Fig. 1: clock network drawn from the DEF
Bar = 20 µm.
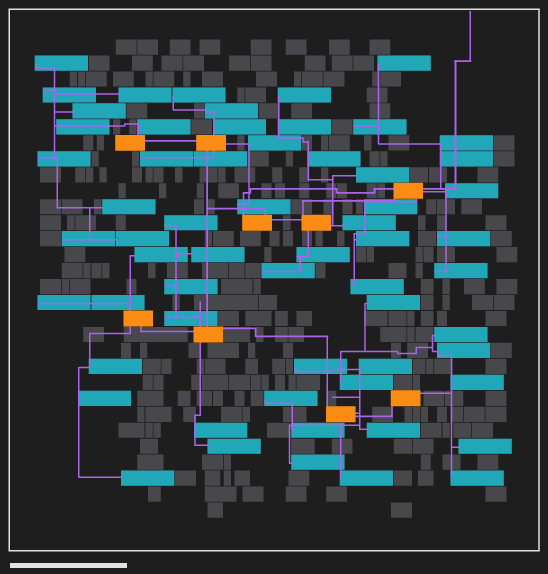
Fig. 2: clock routing
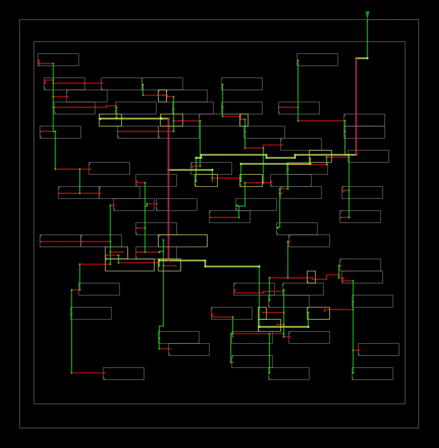
Fig. 3: cell sizes after repair
Bar = 20 µm.
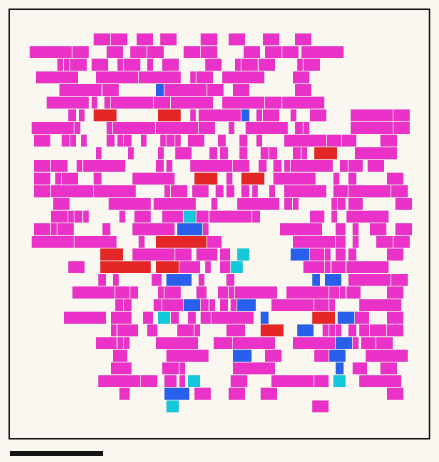
Fig. 4: sequential cells grouped by signal name
Other sequential cells in the stronger grey, the rest of the logic in the fainter grey.
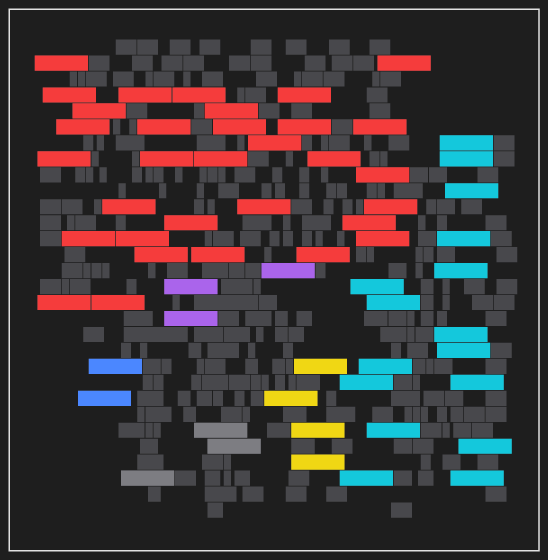
### config.mk
export PLATFORM = sky130hd
export DESIGN_NAME = fifo_word_packer
export DESIGN_NICKNAME = d
export VERILOG_FILES = /design/src/rtl/fifo_word_packer.sv
export SDC_FILE = /design/constraint.sdc
export NUM_CORES = 1
export LEC_CHECK = 0
export CAP_MARGIN = 0
export CORE_AREA = 3 3 87 89
export DETAILED_ROUTE_END_ITERATION = 12
export DIE_AREA = 0 0 90 92
export HOLD_SLACK_MARGIN = 0.15
export PLACE_DENSITY = 0.66
export SYNTH_ARGS = -nofsm -noshare
export SYNTH_HDL_FRONTEND = slang
export SYNTH_SLANG_ARGS = --single-unit
### constraint.sdc
create_clock -name clk_r -period 3.32 [get_ports clk_r]
set_clock_uncertainty 0.15 [all_clocks]
set_input_delay 0.332 -clock clk_r [delete_from_list [all_inputs] [get_ports clk_r]]
set_output_delay 0.332 -clock clk_r [all_outputs]
set_load 0.1 [all_outputs]
### src/rtl/fifo_word_packer.sv
// Read-domain consumer of dual_clk_fifo: pops bytes, packs them little-endian into
// words, and hands each word downstream on a valid/ready interface.
module fifo_word_packer #(
   parameter int DATA_W         = 8,
   parameter int BYTES_PER_WORD = 4,
   parameter int CNT_W          = 16
) (
   input  logic                             clk_r,
   input  logic                             rst_n,
   input  logic [DATA_W-1:0]                fifo_dout,
   input  logic                             fifo_empty,
   output logic                             fifo_rd_en,
   input  logic                             flush,
   output logic [DATA_W*BYTES_PER_WORD-1:0] word_out,
   output logic [BYTES_PER_WORD-1:0]        word_be,
   output logic                             word_valid,
   input  logic                             word_ready,
   output logic [CNT_W-1:0]                 bytes_packed,
   output logic                             busy
);

   localparam int FC_W = $clog2(BYTES_PER_WORD + 1);

   typedef enum logic [1:0] {
      FILL  = 2'd0,
      DRAIN = 2'd1,
      OUT   = 2'd2
   } state_t;

   state_t                                 state;
   logic [FC_W-1:0]                        fill_cnt;
   logic                                   rd_pend;
   logic                                   flush_req;
   logic [BYTES_PER_WORD-1:0][DATA_W-1:0]  lanes;
   logic                                   capture;
   logic                                   word_done;
   logic [FC_W:0]                          slots_used;

   function automatic logic [BYTES_PER_WORD-1:0] be_mask(input logic [FC_W-1:0] n);
      logic [BYTES_PER_WORD-1:0] m;
      m = '0;
      for (int i = 0; i < BYTES_PER_WORD; i++) begin
         if (FC_W'(i) < n) m[i] = 1'b1;
      end
      return m;
   endfunction

   // A pending read already owns a lane, so it counts against the word's capacity.
   assign slots_used = {1'b0, fill_cnt} + {{FC_W{1'b0}}, rd_pend};
   assign capture    = rd_pend;
   assign word_done  = capture && (fill_cnt == FC_W'(BYTES_PER_WORD - 1));

   assign fifo_rd_en = rst_n && (state == FILL) && !fifo_empty && !flush_req &&
                       (slots_used < (FC_W+1)'(BYTES_PER_WORD));
   assign word_out   = lanes;
   assign busy       = (fill_cnt != '0) || rd_pend || (state != FILL);

   always_ff @(posedge clk_r or negedge rst_n) begin
      if (!rst_n) begin
         state        <= FILL;
         fill_cnt     <= '0;
         rd_pend      <= 1'b0;
         flush_req    <= 1'b0;
         lanes        <= '0;
         word_be      <= '0;
         word_valid   <= 1'b0;
         bytes_packed <= '0;
      end else begin
         rd_pend <= fifo_rd_en;

         if (capture) begin
            for (int i = 0; i < BYTES_PER_WORD; i++) begin
               if (fill_cnt == FC_W'(i)) lanes[i] <= fifo_dout;
            end
            fill_cnt     <= fill_cnt + FC_W'(1);
            bytes_packed <= bytes_packed + CNT_W'(1);
         end

         case (state)
            FILL: begin
               // A completing capture takes priority over a same-cycle flush.
               if (word_done) begin
                  state      <= OUT;
                  word_valid <= 1'b1;
                  word_be    <= '1;
               end else if (flush) begin
                  state     <= DRAIN;
                  flush_req <= 1'b1;
               end
            end
            DRAIN: begin
               if (!rd_pend) begin
                  if (fill_cnt != '0) begin
                     state      <= OUT;
                     word_valid <= 1'b1;
                     word_be    <= be_mask(fill_cnt);
                  end else begin
                     state     <= FILL;
                     flush_req <= 1'b0;
                  end
               end
            end
            OUT: begin
               if (word_ready) begin
                  state      <= FILL;
                  word_valid <= 1'b0;
                  word_be    <= '0;
                  fill_cnt   <= '0;
                  lanes      <= '0;
                  flush_req  <= 1'b0;
               end
            end
            default: state <= FILL;
         endcase
      end
   end

endmodule

==> impl_metrics.csv <==
group,metric,value,unit
outcome,status,"complete, no violations",
detailed_routing,drc_errors,0,
logic_synthesis,synth.net_count,280,
detailed_routing,drtIter0Drc,88,
finish,layout_top_cell,"clkdlybuf4s50_1",
clock_tree,cts-root-buf,"clkbuf_8",
die,die_h,92,µm
die,die_width,90,µm
finish,final-nonclk-buf-share,19.0,%
grt,antenna_found_initial,0,
logic_synthesis,seq_area_frac_synth,55.0,%
critical_path,critical_path.top_delay_family,"buffers and inverters",
finish,final_cell_mix,"clkdlybuf4s50_1, dfrtp_1, nand2_1, nor2_1, a21oi_1",
logic_synthesis,ys_cells,258,
finish,signal_buffers,73,
die,core-area,6830,µm²
finish,nMultiInputCombCells,179,
die,die_area,8280,µm²
placement,dp_cells,414,
critical_path,max_stage_delay,1.17,ns
placement,place.port_buffers,67,
logic_synthesis,synth_area,2730,µm²
logic_synthesis,top_cell_area_share,55.0,%
logic_synthesis,most_common_cell,"dfrtp_1",
die,fp-row-count,30,
grt,grt_pass1_wl,10300,µm
critical_path,cp_max_fo,6,
timing,hold_violations,0,
critical_path,crit_buf_inv,1,
logic_synthesis,yosys_area,2730,µm²
logic_synthesis,ys_types,34,
finish,seq_share,40.3,%
finish,fin_cells,430,
timing,rsz0062_at_grt,"false",
clock_tree,cts_resized,0,
pwr,peakVddDrop,0.356,mV
critical_path,path_depth,1,
finish,n_antenna_cell,0,
clock_tree,clock_sinks,60,
## Picture notes: Fig. 1
Cyan stands for flip-flops, count 60. Orange stands for clock-net drivers, count 9. Purple stands for clock wires, length 780 µm.
There are 10 routed clock nets.

## Picture notes: Fig. 2
registers: 60
Clk Latency, worst-skew pair: 0.33 ns
Clock Power: 0.685 mW

## Picture notes: Fig. 3
Blue stands for x2, cells 17, share 5.1%. Cyan stands for x3 and x4, cells 7, share 2.1%. Red stands for x6 and larger, cells 11, share 3.3%. Magenta stands for x1 and smaller, cells 299, share 90%.

## Picture notes: Fig. 4
Yellow stands for word_be, sequential cells 4, where south. Blue stands for state, sequential cells 2. Cyan stands for bytes_packed, sequential cells 16. Purple stands for fill_cnt, sequential cells 3. Red stands for word_out, sequential cells 32.
Another 3 sequential cells are not coloured.

## cells by family (layout without fill, tap and decap cells)
family | count (synthesis) | count (layout) | synth area share, %
adders and majority gates | 9 | 9 | 4.12
buffers and inverters | 19 | 95 | 2.93
and+or+nand+nor | 102 | 102 | 18.5
DFF | 60 | 60 | 55.0
AOI/OAI and AO/OA | 29 | 29 | 5.64
muxes | 23 | 23 | 8.66
xor gates and xnor gates | 16 | 16 | 5.13
## stage by stage
| step | worst slack, ns | util, % | instance area, µm² | hold WS [ns] |
|---|---|---|---|---|
| finish | 0.900 | 54.5 | 3720 | 0.317 |
| global route | 0.756 | 54.5 | 3720 | 0.336 |
| detailed placement | 1.19 | 51.3 | 3510 | 0.312 |
| CTS | 0.882 | 54.5 | 3720 | 0.322 |
| floorplan | 0.116 | - | 2740 | -0.114 |
| global placement | 1.26 | 51.3 | 3510 | 0.306 |
## per-layer routing
layer	global-route usage (%)	wire length [µm]	vias up
li1	-	-	1008
met1	19.7	2890	1015
met2	26.4	3180	50
met3	5.50	260	5
met4	4.46	53	0
met5	0	0	-
## sequential cells by signal (all words and copies together) (netlist names)
name,count
word_be,4
fill_cnt,3
word_out,32
flush_req,1
word_valid,1
state,2
capture,1
bytes_packed,16
## where the power goes
group	switching (mW)	internal (mW)	leakage, nW	total (mW)
Sequential	0.135	0.901	0.805	1.04
Combinational	1.49	0.485	0.798	1.98
Clock	0.272	0.413	0.109	0.685
## how the worst min path moves through the flow
stage / from / to / depth (start not counted)
6_report: flush_req / capture / 1
2_1_floorplan: rst_n / bytes_packed[0] / 0
3_3_place_gp: bytes_packed[15] / bytes_packed[15] / 1
5_1_grt: bytes_packed[15] / bytes_packed[15] / 1
3_5_place_dp: bytes_packed[15] / bytes_packed[15] / 1
4_1_cts: bytes_packed[15] / bytes_packed[15] / 1
Power figures rest on the tool's default switching activity, not on a simulated workload.
